### src/rtl/dsi_lane_packet_scheduler_if.sv
// Handshake bundle between the packet sources, the scheduler and the four
// per-lane TX FIFOs.
interface dsi_lane_packet_scheduler_if;
    logic        src0_valid;
    logic        src0_ready;
    logic [31:0] src0_data;
    logic        src0_last;
    logic [2:0]  src0_bytes;

    logic        src1_valid;
    logic        src1_ready;
    logic [31:0] src1_data;
    logic        src1_last;
    logic [2:0]  src1_bytes;
    logic        src1_lp;

    logic [35:0] lane_fifo_wdata;
    logic [3:0]  lane_fifo_write;
    logic [3:0]  lane_fifo_full;

    // Scheduler view: consumes source words, produces lane FIFO writes.
    modport slave (
        input  src0_valid, src0_data, src0_last, src0_bytes,
        output src0_ready,
        input  src1_valid, src1_data, src1_last, src1_bytes, src1_lp,
        output src1_ready,
        output lane_fifo_wdata, lane_fifo_write,
        input  lane_fifo_full
    );

    // Environment view: drives the sources and models the lane FIFOs.
    modport master (
        output src0_valid, src0_data, src0_last, src0_bytes,
        input  src0_ready,
        output src1_valid, src1_data, src1_last, src1_bytes, src1_lp,
        input  src1_ready,
        input  lane_fifo_wdata, lane_fifo_write,
        output lane_fifo_full
    );
endinterface

### src/rtl/dsi_lane_packet_scheduler.sv
// Round-robin packet scheduler for the DSI lanes: grants one of two sources,
// buffers up to 8 bytes and stripes them across 1..4 lane FIFOs as
// {mode_lp, byte} entries. LP packets are always sent on lane 0 alone.
module dsi_lane_packet_scheduler (
    input  logic                          clk_phy,
    input  logic                          rst,
    input  logic                          enable,
    input  logic [2:0]                    reg_lanes_number,
    output logic                          busy,
    dsi_lane_packet_scheduler_if.slave    bus
);

    typedef enum logic [1:0] {IDLE, SEND, FLUSH} state_t;

    state_t      state, state_next;
    logic        grant, last_grant, lp;
    logic [2:0]  n_eff;
    logic [3:0]  count, count_next;
    logic [7:0]  buffer [8];
    logic [7:0]  buffer_next [8];

    logic        do_grant, grant_win;
    logic [2:0]  lanes_clamped;
    logic        ready0, ready1;
    logic        sel_valid, sel_last, accept;
    logic [31:0] sel_data;
    logic [2:0]  sel_bytes;
    logic [3:0]  acc_bytes;
    logic [3:0]  n_take, shift, rem, pos;
    logic [3:0]  lane_in_beat;
    logic        want_beat, full_hit, emit;

    assign busy           = (state != IDLE);
    assign ready0         = (state == SEND) && !grant && (count <= 4'd4);
    assign ready1         = (state == SEND) &&  grant && (count <= 4'd4);
    assign bus.src0_ready = ready0;
    assign bus.src1_ready = ready1;

    // Grant decision and lane-count clamping for the packet about to start.
    always_comb begin
        lanes_clamped = reg_lanes_number;
        if (reg_lanes_number == 3'd0)
            lanes_clamped = 3'd1;
        else if (reg_lanes_number > 3'd4)
            lanes_clamped = 3'd4;
        do_grant  = (state == IDLE) && enable && (bus.src0_valid || bus.src1_valid);
        grant_win = (bus.src0_valid && bus.src1_valid) ? !last_grant : bus.src1_valid;
    end

    // Select the granted source and work out how many bytes a word adds.
    always_comb begin
        sel_valid = grant ? bus.src1_valid : bus.src0_valid;
        sel_data  = grant ? bus.src1_data  : bus.src0_data;
        sel_last  = grant ? bus.src1_last  : bus.src0_last;
        sel_bytes = grant ? bus.src1_bytes : bus.src0_bytes;
        accept    = sel_valid && (grant ? ready1 : ready0);
        acc_bytes = 4'd4;
        if (sel_last && sel_bytes != 3'd0 && sel_bytes <= 3'd4)
            acc_bytes = {1'b0, sel_bytes};
    end

    // Beat formation: a beat writes the oldest n bytes, all lanes or none.
    always_comb begin
        n_take = (count < {1'b0, n_eff}) ? count : {1'b0, n_eff};
        for (int k = 0; k < 4; k++)
            lane_in_beat[k] = (4'(k) < n_take);
        full_hit  = |(bus.lane_fifo_full & lane_in_beat);
        want_beat = (count >= {1'b0, n_eff}) || (state == FLUSH && count != 4'd0);
        emit      = want_beat && !full_hit && (n_take != 4'd0);
        bus.lane_fifo_write = emit ? lane_in_beat : 4'b0000;
        bus.lane_fifo_wdata = '0;
        for (int k = 0; k < 4; k++)
            if (emit && lane_in_beat[k])
                bus.lane_fifo_wdata[k*9 +: 9] = {lp, buffer[k]};
    end

    // Buffer update: drop the emitted bytes, then append the accepted word.
    always_comb begin
        shift      = emit ? n_take : 4'd0;
        rem        = count - shift;
        count_next = rem + (accept ? acc_bytes : 4'd0);
        pos        = 4'd0;
        for (int k = 0; k < 8; k++) begin
            buffer_next[k] = buffer[k];
            if (4'(k) < rem) begin
                buffer_next[k] = buffer[3'(4'(k) + shift)];
            end else if (accept && (4'(k) - rem) < acc_bytes) begin
                pos            = 4'(k) - rem;
                buffer_next[k] = sel_data[{pos[1:0], 3'b000} +: 8];
            end
        end
    end

    // Next-state logic for the packet FSM.
    always_comb begin
        state_next = state;
        case (state)
            IDLE:    if (do_grant) state_next = SEND;
            SEND:    if (accept && sel_last) state_next = FLUSH;
            FLUSH:   if (count == 4'd0 && !emit) state_next = IDLE;
            default: state_next = IDLE;
        endcase
    end

    // State register.
    always_ff @(posedge clk_phy or posedge rst) begin
        if (rst)
            state <= IDLE;
        else
            state <= state_next;
    end

    // Latch the winner, its LP mode and lane count at grant time.
    always_ff @(posedge clk_phy or posedge rst) begin
        if (rst) begin
            grant      <= 1'b0;
            last_grant <= 1'b1;
            lp         <= 1'b0;
            n_eff      <= 3'd1;
        end else if (do_grant) begin
            grant      <= grant_win;
            last_grant <= grant_win;
            lp         <= grant_win && bus.src1_lp;
            n_eff      <= (grant_win && bus.src1_lp) ? 3'd1 : lanes_clamped;
        end
    end

    // Byte buffer and its fill count.
    always_ff @(posedge clk_phy or posedge rst) begin
        if (rst) begin
            count <= 4'd0;
            for (int k = 0; k < 8; k++)
                buffer[k] <= 8'h00;
        end else begin
            count <= count_next;
            for (int k = 0; k < 8; k++)
                buffer[k] <= buffer_next[k];
        end
    end

endmodule

### src/flat_wrapper.sv
// flat-port wrapper written by rule: the top's interface ports become plain ports
module dsi_lane_packet_scheduler_flat 
  (clk_phy, rst, enable, reg_lanes_number, busy, bus_src0_valid, bus_src0_data, bus_src0_last, bus_src0_bytes, bus_src0_ready, bus_src1_valid, bus_src1_data, bus_src1_last, bus_src1_bytes, bus_src1_lp, bus_src1_ready, bus_lane_fifo_wdata, bus_lane_fifo_write, bus_lane_fifo_full);
  dsi_lane_packet_scheduler_if bus_i ();
  input  logic clk_phy;
  input  logic rst;
  input  logic enable;
  input  logic [2:0] reg_lanes_number;
  output logic busy;
  input wire logic [$bits(bus_i.src0_valid)-1:0] bus_src0_valid;
  input wire logic [$bits(bus_i.src0_data)-1:0] bus_src0_data;
  input wire logic [$bits(bus_i.src0_last)-1:0] bus_src0_last;
  input wire logic [$bits(bus_i.src0_bytes)-1:0] bus_src0_bytes;
  output wire logic [$bits(bus_i.src0_ready)-1:0] bus_src0_ready;
  input wire logic [$bits(bus_i.src1_valid)-1:0] bus_src1_valid;
  input wire logic [$bits(bus_i.src1_data)-1:0] bus_src1_data;
  input wire logic [$bits(bus_i.src1_last)-1:0] bus_src1_last;
  input wire logic [$bits(bus_i.src1_bytes)-1:0] bus_src1_bytes;
  input wire logic [$bits(bus_i.src1_lp)-1:0] bus_src1_lp;
  output wire logic [$bits(bus_i.src1_ready)-1:0] bus_src1_ready;
  output wire logic [$bits(bus_i.lane_fifo_wdata)-1:0] bus_lane_fifo_wdata;
  output wire logic [$bits(bus_i.lane_fifo_write)-1:0] bus_lane_fifo_write;
  input wire logic [$bits(bus_i.lane_fifo_full)-1:0] bus_lane_fifo_full;
  assign bus_i.src0_valid = bus_src0_valid;
  assign bus_i.src0_data = bus_src0_data;
  assign bus_i.src0_last = bus_src0_last;
  assign bus_i.src0_bytes = bus_src0_bytes;
  assign bus_src0_ready = bus_i.src0_ready;
  assign bus_i.src1_valid = bus_src1_valid;
  assign bus_i.src1_data = bus_src1_data;
  assign bus_i.src1_last = bus_src1_last;
  assign bus_i.src1_bytes = bus_src1_bytes;
  assign bus_i.src1_lp = bus_src1_lp;
  assign bus_src1_ready = bus_i.src1_ready;
  assign bus_lane_fifo_wdata = bus_i.lane_fifo_wdata;
  assign bus_lane_fifo_write = bus_i.lane_fifo_write;
  assign bus_i.lane_fifo_full = bus_lane_fifo_full;
  dsi_lane_packet_scheduler u_core (.clk_phy(clk_phy), .rst(rst), .enable(enable), .reg_lanes_number(reg_lanes_number), .busy(busy), .bus(bus_i));
endmodule
### config.mk
export PLATFORM = sky130hd
export DESIGN_NAME = dsi_lane_packet_scheduler_flat
export DESIGN_NICKNAME = d
export VERILOG_FILES = /design/src/rtl/dsi_lane_packet_scheduler_if.sv /design/src/rtl/dsi_lane_packet_scheduler.sv /design/src/flat_wrapper.sv
export SDC_FILE = /design/constraint.sdc
export NUM_CORES = 1
export LEC_CHECK = 0
export ABC_AREA = 1
export CAP_MARGIN = 0
export CORE_MARGIN = 5
export CORE_UTILIZATION = 50
export CTS_BUF_LIST = sky130_fd_sc_hd__clkbuf_8 sky130_fd_sc_hd__clkbuf_16
export CTS_CLUSTER_SIZE = 12
export DETAILED_ROUTE_END_ITERATION = 10
export DONT_BUFFER_PORTS = 1
export GPL_TIMING_DRIVEN = 0
export PLACE_DENSITY_LB_ADDON = 0.25
export SYNTH_ARGS = -nofsm -noshare
export SYNTH_HDL_FRONTEND = slang
export SYNTH_SLANG_ARGS = --single-unit
### constraint.sdc
create_clock -name clk_phy -period 6.5 [get_ports clk_phy]
set_clock_uncertainty 0.15 [all_clocks]
set_input_delay 1.3 -clock clk_phy [delete_from_list [all_inputs] [get_ports clk_phy]]
set_output_delay 1.3 -clock clk_phy [all_outputs]
set_load 0.005 [all_outputs]
Routing congestion:
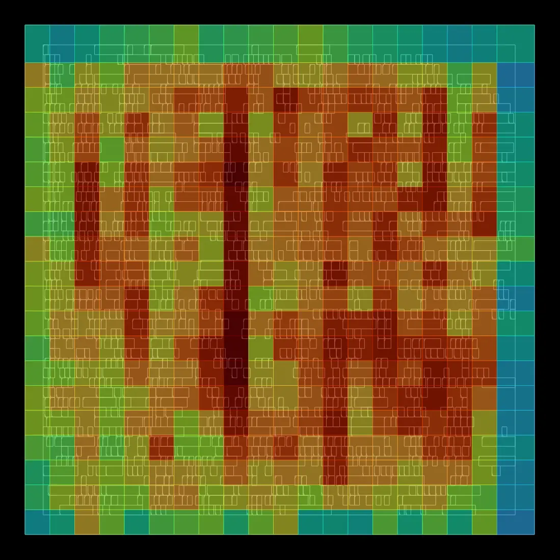
Routed WL per cell: 21.2 µm
Tot GR Track Use: 36.2%

==> reports/metrics.cfg <==
[detailed_routing]
first_iter_violations=1155
drtAntennaViolNets=0
drc=0
route.vias.total=10500
firstDrtPassIters=6
wirelength_um=36800

[sta]
rsz0062_at_grt=no
finalClockPeriodUsage_pct=94.0
fin_hold_ws_ps=315
finalSetupViolations=0
final.min_clock_period_ps=6110
max_freq_mhz=164
worstMarginPinSlew_ps=917
slew_headroom_pct=38.2
drv_slew=0
hold_violations=0

[setup_path]
start_kind=register
crit_top_cell=nand2_1
endpoint_kind=register
critPathBufInv=9
cp_top_family=buffers and inverters
required_ps=6590
cp_slowest_stage_delay_ps=520
critPathMaxFanout=13
critPathKind=reg2reg
crit_arrival_ps=6200
r2r_setup_slack_ps=390
critPathSlowestCell=fa_1

[logic_synthesis]
synth_nets=1612
mux_share_pct=0.694
syn_area_mm2=0.00865
synth_flops=76
xor_share_pct=1.10
ys_types=43
ys_cells=1498
postSynthSeqShare_pct=22.0
synth-simple-area-share_pct=47.9
top_logic_kind=simple AND/OR/NAND/NOR gates
synth_cells=1498
fa_ha_area_share_pct=4.37
ys_area_mm2=0.00865
syn_avg_cell_area_um2=5.77
aoi_share_pct=11.5
ys_warn_count=0

[cells_and_area]
drive_gt1_share_pct=6.48
insertedDiodeCount=0
seq_area_mm2=0.00190
fin_area_mm2=0.00927
logic_area_mm2=0.00567
lay_top_count=nand2_1
area_growth_pct=7.12
filler_cell_count=1829
layout_top_cells=nand2_1, nand3_1, inv_1
nNetsFinal=1621

[clocking]
cts_tree=done
cts_hold_buf=0
clockBufferDepth=2
path_clk_slew_ps=70
clk_latency_ps=360
root_buffer=clkbuf_16
htreeDepth=3
postCtsSetupBuffers=0
numCtsBuffers=9
cts.sinks=76

[die]
row_count=48
die_w_um=142
die_y_um=142
design.core.area_mm2=0.0171
fp_util_pct=50.5
die_area_mm2=0.0200

[place]
routabilityCongestion=1.04
dpl_cell_area_mm2=0.00896
port_buffers=0
hpwlAfterDp_um=29200

[grt]
overflow=0
first_global_vias=9627
grt_max_degree=46
antenna_found_initial=0
grt_pass1_wl_um=55300

[run]
max-cap-violations=0
warning_count=31

[run_status]
status=finished, final reports clean

[hold_path]
hp-class=reg2reg

Signal wires on met3:
Drawn at 3 px/µm.
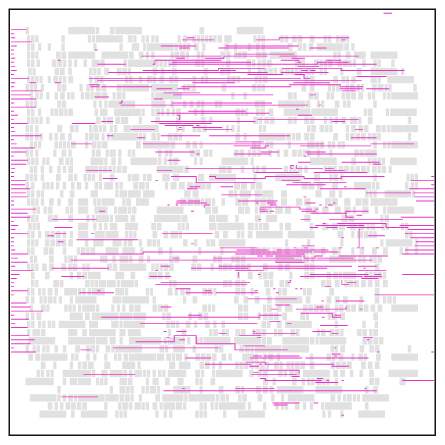
nets with wire on the layer	286
main direction	horizontal
share of all routed wire	10%
longest straight run	100 µm

[cell usage after synthesis, drive strengths merged]
library cell / number / area share (%)
o22ai: 7 / 0.51
xor2: 7 / 0.80
or2: 2 / 0.14
nand3b: 1 / 0.087
nor3: 8 / 0.46
clkinv: 4 / 0.17
inv: 174 / 7.6
a22oi: 1 / 0.087
nor3b: 1 / 0.087
a21oi: 51 / 3.1
mux2i: 6 / 0.69
xnor2: 3 / 0.30
and2: 1 / 0.072
o21ai: 119 / 6.9
ha: 27 / 3.9
nand2: 462 / 20
o21bai: 4 / 0.35
o211ai: 1 / 0.087
clkbuf: 27 / 1.2
o21a: 3 / 0.26
fa: 2 / 0.46
nand3: 283 / 17
nand4: 66 / 4.8
buf: 50 / 3.6
nor2: 110 / 5.3
a21o: 2 / 0.17
dfrtp: 74 / 21
dfstp: 2 / 0.61
[routing by layer]
metal	GRT usage, %	part of all wire, %
met1	45.8	40
met2	57.5	44
met5	0	0
met3	9.03	10
met4	17.8	5.7
[registers in the layout (all words and copies together) (netlist names)]
register and count:
u_core.buffer 64, u_core.count 4, u_core.n_eff 3, u_core.state 2
u_core.grant 1, u_core.last_grant 1, u_core.lp 1
[layout make-up]
type                    count  area share (%)
multi-input cells        1167            61.2
clock buffers              10            2.58
plain buffers              74            4.36
well taps                 225            3.04
flip-flops and latches     76            20.6
clock inverters             6           0.702
repair buffers              1           0.297
inverters                 178            7.28
[per-stage QoR]
step | setup TNS (ps) | instances | setup WS, ps | util (%)
4_1_cts | 0 | 1740 | 111 | 54.1
3_5_place_dp | -242 | 1724 | -56.6 | 52.4
3_3_place_gp | -127 | 1723 | -29.9 | 52.2
6_report | 0 | 1737 | 393 | 54.1
5_1_grt | 0 | 1737 | 10.1 | 54.1
2_1_floorplan | 0 | 1498 | 982 | -
[worst reg2reg max path: cells and delay by family (launching register included)]
kind	cells	cell delay (ps)
buffers and inverters	9	1760
AND/OR/NAND/NOR	14	1690
adder cells (fa/ha/maj)	5	1680
flip-flops	1	460
AND-OR/OR-AND	2	250
[cell families after synthesis]
family / after synthesis
and+or+nand+nor: 934
adders and majority gates: 29
muxes: 6
buffers and inverters: 255
xor gates and xnor gates: 10
DFF: 76
AOI/OAI and AO/OA: 188
[worst paths after layout]
kind / to / from / cells after the start
max in group asynchronous: u_core.buffer[52] / rst / 2
min: u_core.last_grant / u_core.last_grant / 2
min reg2reg: u_core.last_grant / u_core.last_grant / 2
max reg2reg: u_core.buffer[44] / u_core.count[1] / 30
min in group asynchronous: u_core.buffer[31] / rst / 1
max: u_core.buffer[44] / u_core.count[1] / 30
[repair_timing]
item | 4_1_cts | 5_1_grt
gates resized | 1 | 6
endpoints found under the setup margin | 13 | 41
cloned | 0 | 0
